[src/rtl/pic_pixel_streamer.sv]
// Sweeps the picture RAM in raster order and streams pixels on a valid/ready
// interface tagged with row/col/last; a shift FIFO hides the RAM read latency.
module pic_pixel_streamer #(
  parameter int unsigned IMG_W      = 28,
  parameter int unsigned IMG_H      = 28,
  parameter int unsigned FIFO_DEPTH = 2,
  parameter int unsigned AW         = 10,
  parameter int unsigned DW         = 8
) (
  input  logic          clk,
  input  logic          rst,
  input  logic          start,
  output logic          busy,
  output logic          done,
  output logic          err,
  output logic [AW-1:0] ram_addr,
  input  logic [DW-1:0] ram_dout,
  input  logic          ram_valid,
  output logic [DW-1:0] pix_data,
  output logic [4:0]    pix_row,
  output logic [4:0]    pix_col,
  output logic          pix_valid,
  input  logic          pix_ready,
  output logic          pix_last
);

  localparam int unsigned NPIX  = IMG_W * IMG_H;
  localparam int unsigned PW    = $clog2(NPIX + 1);
  // The RAM output register holds one read beyond the issue stage, so the
  // storage carries one extra slot to keep full throughput without overflow.
  localparam int unsigned SLOTS = FIFO_DEPTH + 1;
  localparam int unsigned CW    = $clog2(SLOTS + 1);
  localparam int unsigned OW    = CW + 1;

  typedef enum logic [1:0] {S_IDLE, S_RUN, S_DONE} state_t;

  state_t          state_q, state_d;
  logic [PW-1:0]   issue_ptr;
  logic            inflight;
  logic            rd_pend;
  logic [CW-1:0]   count, count_d, wr_idx;
  logic [DW-1:0]   fifo_mem [SLOTS];
  logic [4:0]      row_d, col_d;
  logic            start_acc, issue, pop, push;
  logic [OW-1:0]   occ;

  // Next-state, issue decision and head-pixel tag update.
  always_comb begin
    state_d   = state_q;
    start_acc = 1'b0;
    issue     = 1'b0;
    pop       = pix_valid & pix_ready;
    push      = rd_pend;
    occ       = OW'(count) + OW'(inflight) + OW'(rd_pend) - OW'(pop);
    row_d     = pix_row;
    col_d     = pix_col;
    count_d   = count + CW'(push) - CW'(pop);
    wr_idx    = count - CW'(pop);
    case (state_q)
      S_IDLE: begin
        if (start) begin
          start_acc = 1'b1;
          issue     = 1'b1;
          state_d   = S_RUN;
        end
      end
      S_RUN: begin
        issue = (issue_ptr < PW'(NPIX)) && (occ < OW'(SLOTS));
        if (pop && pix_last) state_d = S_DONE;
      end
      S_DONE:  state_d = S_IDLE;
      default: state_d = S_IDLE;
    endcase
    if (start_acc || (pop && pix_last)) begin
      row_d = 5'd0;
      col_d = 5'd0;
    end else if (pop) begin
      if (pix_col == 5'(IMG_W - 1)) begin
        col_d = 5'd0;
        row_d = pix_row + 5'd1;
      end else begin
        col_d = pix_col + 5'd1;
      end
    end
  end

  // Control, RAM interface and status registers.
  always_ff @(posedge clk or posedge rst) begin
    if (rst) begin
      state_q   <= S_IDLE;
      issue_ptr <= '0;
      inflight  <= 1'b0;
      rd_pend   <= 1'b0;
      ram_addr  <= '0;
      busy      <= 1'b0;
      done      <= 1'b0;
      err       <= 1'b0;
    end else begin
      state_q  <= state_d;
      inflight <= issue;
      rd_pend  <= inflight;
      busy     <= (state_d == S_RUN);
      done     <= (state_d == S_DONE);
      if (issue) begin
        ram_addr  <= start_acc ? '0 : AW'(issue_ptr);
        issue_ptr <= start_acc ? PW'(1) : issue_ptr + PW'(1);
      end
      if (start_acc)               err <= 1'b0;
      else if (push && !ram_valid) err <= 1'b1;
    end
  end

  // Shift FIFO: entry 0 is the head, so pix_data comes straight from a flop.
  always_ff @(posedge clk or posedge rst) begin
    if (rst) begin
      count     <= '0;
      pix_valid <= 1'b0;
      pix_last  <= 1'b0;
      pix_row   <= 5'd0;
      pix_col   <= 5'd0;
      for (int unsigned i = 0; i < SLOTS; i++) fifo_mem[i] <= '0;
    end else begin
      count     <= count_d;
      pix_valid <= (count_d != '0);
      pix_last  <= (count_d != '0) && (row_d == 5'(IMG_H - 1)) && (col_d == 5'(IMG_W - 1));
      pix_row   <= row_d;
      pix_col   <= col_d;
      if (pop) begin
        for (int unsigned i = 0; i + 1 < SLOTS; i++) fifo_mem[i] <= fifo_mem[i+1];
      end
      if (push) fifo_mem[wr_idx] <= ram_dout;
    end
  end

  assign pix_data = fifo_mem[0];

endmodule

[config.mk]
export PLATFORM = sky130hd
export DESIGN_NAME = pic_pixel_streamer
export DESIGN_NICKNAME = d
export VERILOG_FILES = /design/src/rtl/pic_pixel_streamer.sv
export SDC_FILE = /design/constraint.sdc
export NUM_CORES = 1
export LEC_CHECK = 0
export ABC_AREA = 1
export CORE_ASPECT_RATIO = 1.5
export CORE_MARGIN = 4
export CORE_UTILIZATION = 40
export DETAILED_ROUTE_END_ITERATION = 10
export PLACE_DENSITY = 0.63
export SLEW_MARGIN = 40
export SYNTH_ARGS = -nofsm -noshare
export SYNTH_HDL_FRONTEND = slang
export SYNTH_SLANG_ARGS = --single-unit
[constraint.sdc]
create_clock -name clk -period 3.25 [get_ports clk]
set_clock_uncertainty 0.15 [all_clocks]
set_input_delay 0.65 -clock clk [delete_from_list [all_inputs] [get_ports clk]]
set_output_delay 0.65 -clock clk [all_outputs]
set_load 0.05 [all_outputs]
run_1/final_clocks.png
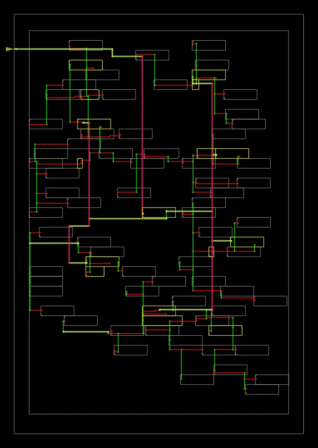
flop count: 65
CLK BUF: 14
Late-Pin Clk Latency: 330 ps
Clk power: 0.988 mW

run_1/clock_map.png
The bar under the picture is 20 µm long.
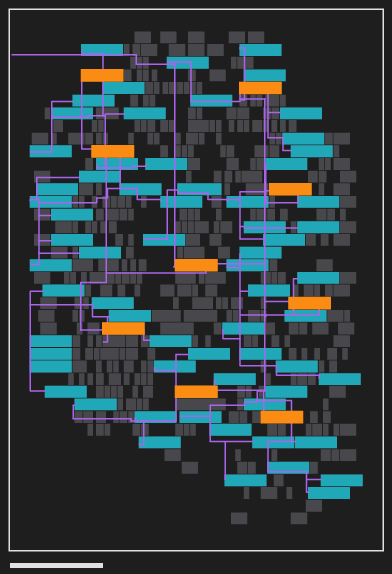
flip-flops -> cyan  # count 65
clock wires -> purple  # length 908 µm
cells driving clock nets -> orange  # count 9
flops lie = widely spread

==> changes_impl.md, run 1 <==
### Metrics

- Synth warn: 0
- Top_reg_cell synth: dfrtp_1
- Top cells, area: dfrtp_1 52%, nand2_1 8.6%, inv_1 5.9%, o21ai_0 5.8%, nor2_1 4.6%
- Gpl congestion: roughly 0.89
- PwrDens: 1150 nW/µm²
- Hold_buf cts: 0
- Cell type with the largest total area: dfrtp_1
- Number of non-clock inverters in the layout: ~50
- Register-to-Register Path Depth: 11
- Crit start category: primary input
- Drt first-iter violations: approximately 96
- Complex Gates by Area: about an eighth
- WL final: 7.07 mm
- Filler instances: roughly 730
- Vias in the first global route: between 2000 and 3000
- CORE AREA: about 7600 µm²
- # DRC: 0
- Worst-case vdd ir drop: 0.698 mV
- Clock transition at path regs: roughly 50 ps
- Crit path largest cell delay: 510 ps
- Post-route non-filler standard cell count: approximately 520
- PostCTS Resize Cnt: 0
- Fin. Hold Viols: 0
- Endpoint class of the critical path: flop
- Buffer share of cell area: between 10% and 20%
- Logic Gate Count: ~230
- R2R Setup Slk: ~480 ps
- Critical Path RT: ~3300 ps
- Max-area cell class: sequential cells
- Critical setup path kind: primary input to flop
- MaxCap Viol Count: 0
- Final slew viol count: 0
- Worst r2r src: pix_valid
- Top-count cell post-synth: nand2_1
- CP Cell Sequence: clkdlybuf4s50_1 > nand2_2 > inv_1 > ha_1 > fa_1 > inv_1 > fa_1 > a21oi_2 > nand3_4 > o21ai_0 > inv_1 > nor3_1
- Fraction of registers with async set/reset: 100%
- Buffers excl. clock: around 56
- Fp util: slightly above 40%
- Clock-cell share of area: under 10%
- Count of final setup violators: 0
- Final WS setup: between 100 and 150 ps
- Die width: roughly 80 µm
- Logic share of the area: 30.3%
- Most frequent logic cells in the routed design: 71 x nand2_1, 64 x dfrtp_1, 47 x inv_1, 45 x clkdlybuf4s50_1, 38 x nor2_1
- Tool warnings: 27
- Avg Synthesized Cell Area: between 8 and 9 µm²
- Yosys reg bits: approximately 65
- Hold slack: about 220 ps
- Port bufs: 45
- Setup TNS: 0 ps
- FP Rows: 39
- Initial antenna violation count: 0
- Yosys cell types: 28
- Dominant kind of combinational cell: simple AND/OR/NAND/NOR gates
- Post-Syn Nets: 386
- Logic area: 1210 µm²
- DIE HEIGHT: ~120 µm
- Outcome: complete, no violations
- Min-Delay Startpoint: inflight
- GRT Total Usage: 16.9%
- CP max-delay cell: clkdlybuf4s50_1
- Arr. time, crit path: 3220 ps
- Fmax: 0.320 GHz
- Dominant logic cell type in the layout: nand2_1
- Area leader share: roughly 52%
- FA/HA/MAJ Cells, Area Fraction: approximately 4.1%
- Placed instance area: between 3000 and 4000 µm²
- First-pass GRT wire length: roughly 12 mm
- Slew HR: 63.1%
- Critical path fanouts, max: 7
- Largest net degree at the start of global routing: 27
- And+or+nand+nor area frac: between 20 and 25%
- CTS tree: built
- Min-Delay Path Class: flop to flop
- Final min period: between 3000 and 4000 ps
- Root Buffer: clkbuf_16
- Core Util, Final: between 50% and 60%
- Critical path endpoint: issue_ptr[7]
- Critical path's most frequent cell: inv_1
- Fin crit share: a little over nine tenths
- Min-Delay Path Depth: 0
- RSZ-0062 raised after global routing: no
- CTS sink count: roughly 65
- Hold endpoint: push
- Crit path launch: pix_ready
- Total clock buffers created by CTS: 9
- Final Power: approximately 4.6 mW
- Seq. cell area: roughly 1600 µm²
- Seq/total area: approximately two fifths
- # diodes: 0
- Mapped cell area: 3110 µm²
- Share of post-route cells with drive strength above 1: a little under a tenth
- Grt total ovfl: 0
- XOR/XNOR Area Share: 1.69%
- Yosys stat area: around 3100 µm²
- TAP cells: between 100 and 150
- Multiplexer share: 0%
- Post-synth seq share: 52.3%
run_1/registers.png
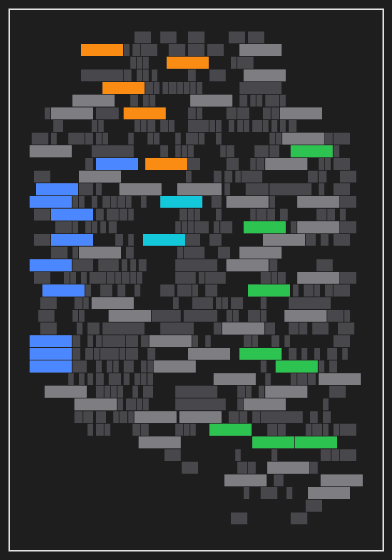
`pix_row` -> orange  # flops 5
`fifo_mem` -> green  # flops 8
`ram_addr` -> blue  # flops 10, where west
`count` -> cyan  # flops 2
not colored = 40

run_1/drive_strength.png
The bar under the picture is 20 µm long.
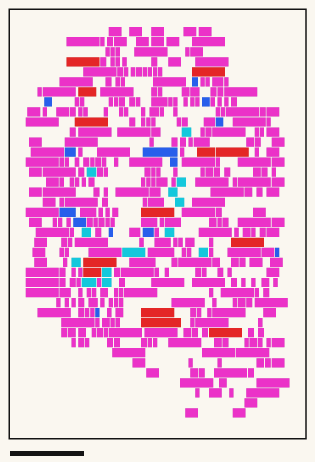
drive 6 and up -> red  # cells 13
drive 1 or less -> magenta  # cells 379
drive 3 to 4 -> cyan  # cells 13
drive 2 -> blue  # cells 13

run 1: critical path, delay by kind of cell:
kind,cells,cell delay (ps)
fa+ha+maj,3,1040
compound gates,2,440
buf+inv,4,730
simple gates,3,350
run 1: routing by layer:
layer / global-route usage (%) / vias up / share of wire (%)
li1: - / 1270 / -
met1: 20.4 / 1230 / 43
met2: 27.6 / 65 / 50
met3: 3.73 / 16 / 4.2
met4: 9.58 / 0 / 2.5
met5: 0 / - / 0
run 1: power by group:
group          internal [mW]  switching, mW
Clock                  0.655          0.333
Combinational          0.809           1.45
Sequential              1.13          0.206
run 1: kinds of logic after synthesis:
family	after synthesis
buf+inv	68
xor+xnor	6
fa+ha+maj	9
compound gates	69
simple gates	147
flops	65
run_1/met4.png
Supply wires on this layer in gray.
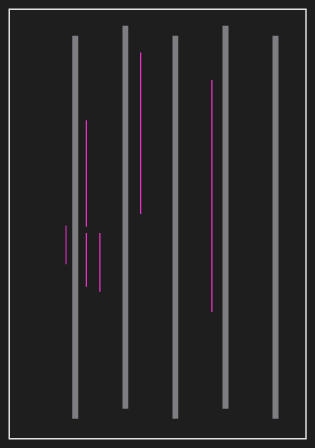

## Run 2: what changed since run 1
--- a/config.mk
+++ b/config.mk
@@ -11,6 +11,7 @@
 export CORE_UTILIZATION = 40
 export DETAILED_ROUTE_END_ITERATION = 10
 export PLACE_DENSITY = 0.63
+export REMOVE_ABC_BUFFERS = 1
 export SLEW_MARGIN = 40
 export SYNTH_ARGS = -nofsm -noshare
 export SYNTH_HDL_FRONTEND = slang
run_2/met4.png
Supply wires on this layer in gray.
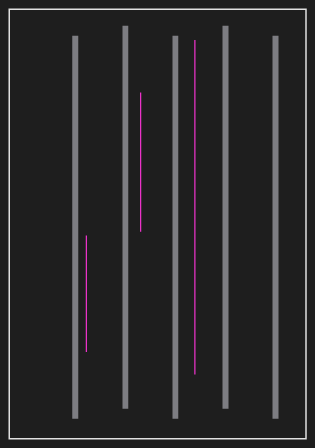
nets with wire on the layer = 2
wire length on this layer = 159 µm
longest straight run = 90.4 µm
main direction = vertical

==> run 2 against run 1 <==
Net effect:
- wire length shrank 6.8%
- first-iteration DRC count grew 4.2%
- design area down 0.41%
- register-to-register slack about the same
- sequential cell count stayed put
==> changes_impl.md, run 2 <==
### Metrics

- Fin. Hold Viols: 0 (unchanged)
- TAP cells: 102 (unchanged)
- Min-Delay Path Depth: 0 (unchanged)
- Top power group: combinational cells
- Metal1 wirelength: 2.98 mm (-1.8%)
- Buffer share of cell area: 13.8% (+0.43 points)
- Yosys stat area: 3110 µm² (unchanged)
- Logic Gate Count: 231 (unchanged)
- R2R Setup Slk: 490 ps (about the same)
- Sw frac: 43.0% (-0.38 points)
- Fin crit share: 95.5% (-0.68 points)
- Seq pwr: 1.33 mW (about the same)
- Reg-to-Reg End: ram_addr[7]
- CORE AREA: 7610 µm² (unchanged)
- Tool warnings: 26 (-3.7%)
- Cell type with the largest total area: dfrtp_1
- Hpwl dp: around 4.7 mm
- Crit path largest cell delay: 500 ps (about the same)
- Filler instances: 748 (+2.6%)
- DIE HEIGHT: 116 µm (unchanged)
- Arr. time, crit path: 3190 ps (-30 ps)
- Leak: between 1.5 and 2 nW
- PwrDens: 1130 nW/µm² (-1.4%)
- Top cells by count: 71 x nand2_1, 65 x dfrtp_1, 49 x inv_1
- Setup slack at placement: -253 ps
- Post-Layout Inst Area: approximately 4000 µm²
- CTS tree: built
- Buffers excl. clock: 58 (+3.6%)
- Top cells, area: dfrtp_1 52%, nand2_1 8.6%, inv_1 5.9%, o21ai_0 5.8%, nor2_1 4.6%
- Post-CTS Setup Bufs: 0
- Hold endpoint: push
- PostCTS Resize Cnt: 0 (unchanged)
- Area leader share: 52.3% (unchanged)
- Nets: 437
- GR Util met3: 3.58% (-0.16 points)
- Number of non-clock inverters in the layout: 50 (unchanged)
- Seq/total area: 40.9% (+0.14 points)
- Comb pwr: 2.21 mW (-2%)
- Min-Delay Path Class: flop to flop
- Wire length on met3: 290 µm (-3.3%)
- Final Power: 4.50 mW (-1.8%)
- First-pass GRT wire length: 11.2 mm (-7.1%)
- Placed instance area: 3670 µm² (+0.38%)
- Reg power frac: 29.5% (+0.4 points)
- Most frequent logic cells in the routed design: 71 x nand2_1, 65 x dfrtp_1, 48 x inv_1, 45 x clkdlybuf4s50_1, 38 x nor2_1
- Share of post-route cells with drive strength above 1: 8.83% (-0.50 points)
- CP Cell Sequence: clkdlybuf4s50_1 > nand2_2 > inv_1 > ha_1 > fa_1 > inv_1 > fa_1 > a21oi_2 > nand3_2 > buf_4 > buf_4 > o21ai_0
- Crit path launch: pix_ready
- Core Util, Final: 52.3% (-0.21 points)
- Htree depth: 3
- Setup TNS: 0 ps (unchanged)
- Top-count cell post-synth: nand2_1
- MaxCap Viol Count: 0 (unchanged)
- Endpoint class of the critical path: flop
- Post-synth seq share: 52.3% (unchanged)
- Critical path endpoint: ram_addr[7]
- Internal power: 2.56 mW (-1.1%)
- Grt total ovfl: 0 (unchanged)
- Final slew viol count: 0 (unchanged)
- Critical Path RT: 3340 ps (about the same)
- Synthesized instance count: about 360
- Largest net degree at the start of global routing: 30 (+11%)
- Flop count: 65 (unchanged)
- Final WS setup: 145 ps (+22.0 ps)
- Total clock buffers created by CTS: 9 (unchanged)
- Routed WL per cell: roughly 13 µm
- Combinational share of power: 49.3% (about the same)
- DR WL met2: 3.15 mm (-11%)
- Port bufs: 45 (unchanged)
- P_sw: 1.94 mW (-2.7%)
- Dominant logic cell type in the layout: nand2_1
- Hold_buf cts: 0 (unchanged)
- Avg Synthesized Cell Area: 8.55 µm² (unchanged)
- Number of enable flip-flop cells: 0
- Clk power: 0.956 mW (-3.2%)
- Clock-cell share of area: 7.46% (-0.28 points)
- CP max-delay cell: clkdlybuf4s50_1
- Fp util: 40.9% (unchanged)
- Outcome: complete, no violations
- # diodes: 0 (unchanged)
- # DRC: 0 (unchanged)
- Drt first-iter violations: 100 (+4.2%)
- Max-area cell class: sequential cells
- Initial antenna violation count: 0 (unchanged)
- WL final: 6.59 mm (-6.8%)
- FP Rows: 39 (unchanged)
- Worst-case vdd ir drop: 0.694 mV (-0.60%)
- CLK BUF: 12 (-2)
- Crit start category: primary input
- Via density: ~4.8
- Antenna Nets Post-Route: 0
- Syn-to-layout area delta: 27.8%
- Seq. cell area: 1630 µm² (about the same)
- Cells after DPL: 505
- Register-to-Register Path Depth: 11 (unchanged)
- Fraction of registers with async set/reset: 100% (unchanged)
- RSZ-0062 raised after global routing: no
- Vias in the first global route: 2451 (-3.7%)
- Least-Margin Pin Slew: 599 ps
- Yosys cell types: 28 (unchanged)
- Critical path fanouts, max: 8 (+1)
- Count of final setup violators: 0 (unchanged)
- GRT Total Usage: 15.6% (-1.3 points)
- Highest Signal Layer: met4
- Slew HR: 60.0% (-3.1 points)
- Final min period: 3110 ps (-22.0 ps)
- Min-Delay Startpoint: inflight
- Logic share of the area: 29.9% (-0.32 points)
- Synth warn: 0 (unchanged)
- M1 GR Usage: 19.1% (-1.2 points)
- Gpl congestion: 0.836 (-6.0%)
- Worst r2r src: pix_valid
- Die ar.: just over 9000 µm²
- Clock transition at path regs: 50 ps (about the same)
- Post-route non-filler standard cell count: 521 (+0.19%)
- Late-Pin Clk Latency: 330 ps (about the same)
- Critical setup path kind: primary input to flop
- Number of I/O pins: between 40 and 50
- Clock power frac: 21.3% (-0.3 points)
- Fmax: 0.322 GHz (+0.71%)
- Hold slack: 216 ps (-2.35 ps)
- CTS sink count: 65 (unchanged)
- Met2 GRT Util: 25.6% (-2.0 points)
- Drt pass-1 iters: 4
- Clk buf depth: 2
- Root Buffer: clkbuf_16
- Yosys reg bits: 65 (unchanged)
- Top_reg_cell synth: dfrtp_1
- Mapped cell area: 3110 µm² (unchanged)
- Detailed-route via count: between 2000 and 3000
- Logic area: 1190 µm² (-1.4%)
- # Cells Yosys: 364
- Busiest grt layer: met2
- Die width: 80.0 µm (unchanged)
run_2/clock_map.png
The bar under the picture is 20 µm long.
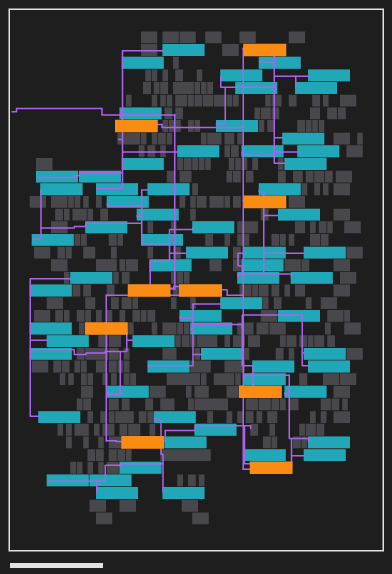
flip-flops -> cyan  # count 65
cells driving clock nets -> orange  # count 9
clock wires -> purple  # length 882 µm
routed clock nets = 10
flops lie = widely spread

-- run 2: cell counts after synthesis --
Identical to the previous run, type by type.
-- run 2: worst max-delay path: cells and delay by family --
kind,cells,cell delay [ps]
buffers and inverters,5,960
and+or+nand+nor,2,250
AOI/OAI and AO/OA,2,300
adders and majority gates,3,1010
-- run 2: kinds of logic after synthesis --
family                   count (synthesis)  share of synthesized area, %
AND/OR/NAND/NOR                        147                          20.3
AND-OR/OR-AND                           69                          12.1
buffers and inverters                   68                          9.61
flip-flops                              65                          52.3
adder cells (fa/ha/maj)                  9                          4.10
XOR/XNOR                                 6                          1.69
Power is estimated from default activity; no workload was simulated.
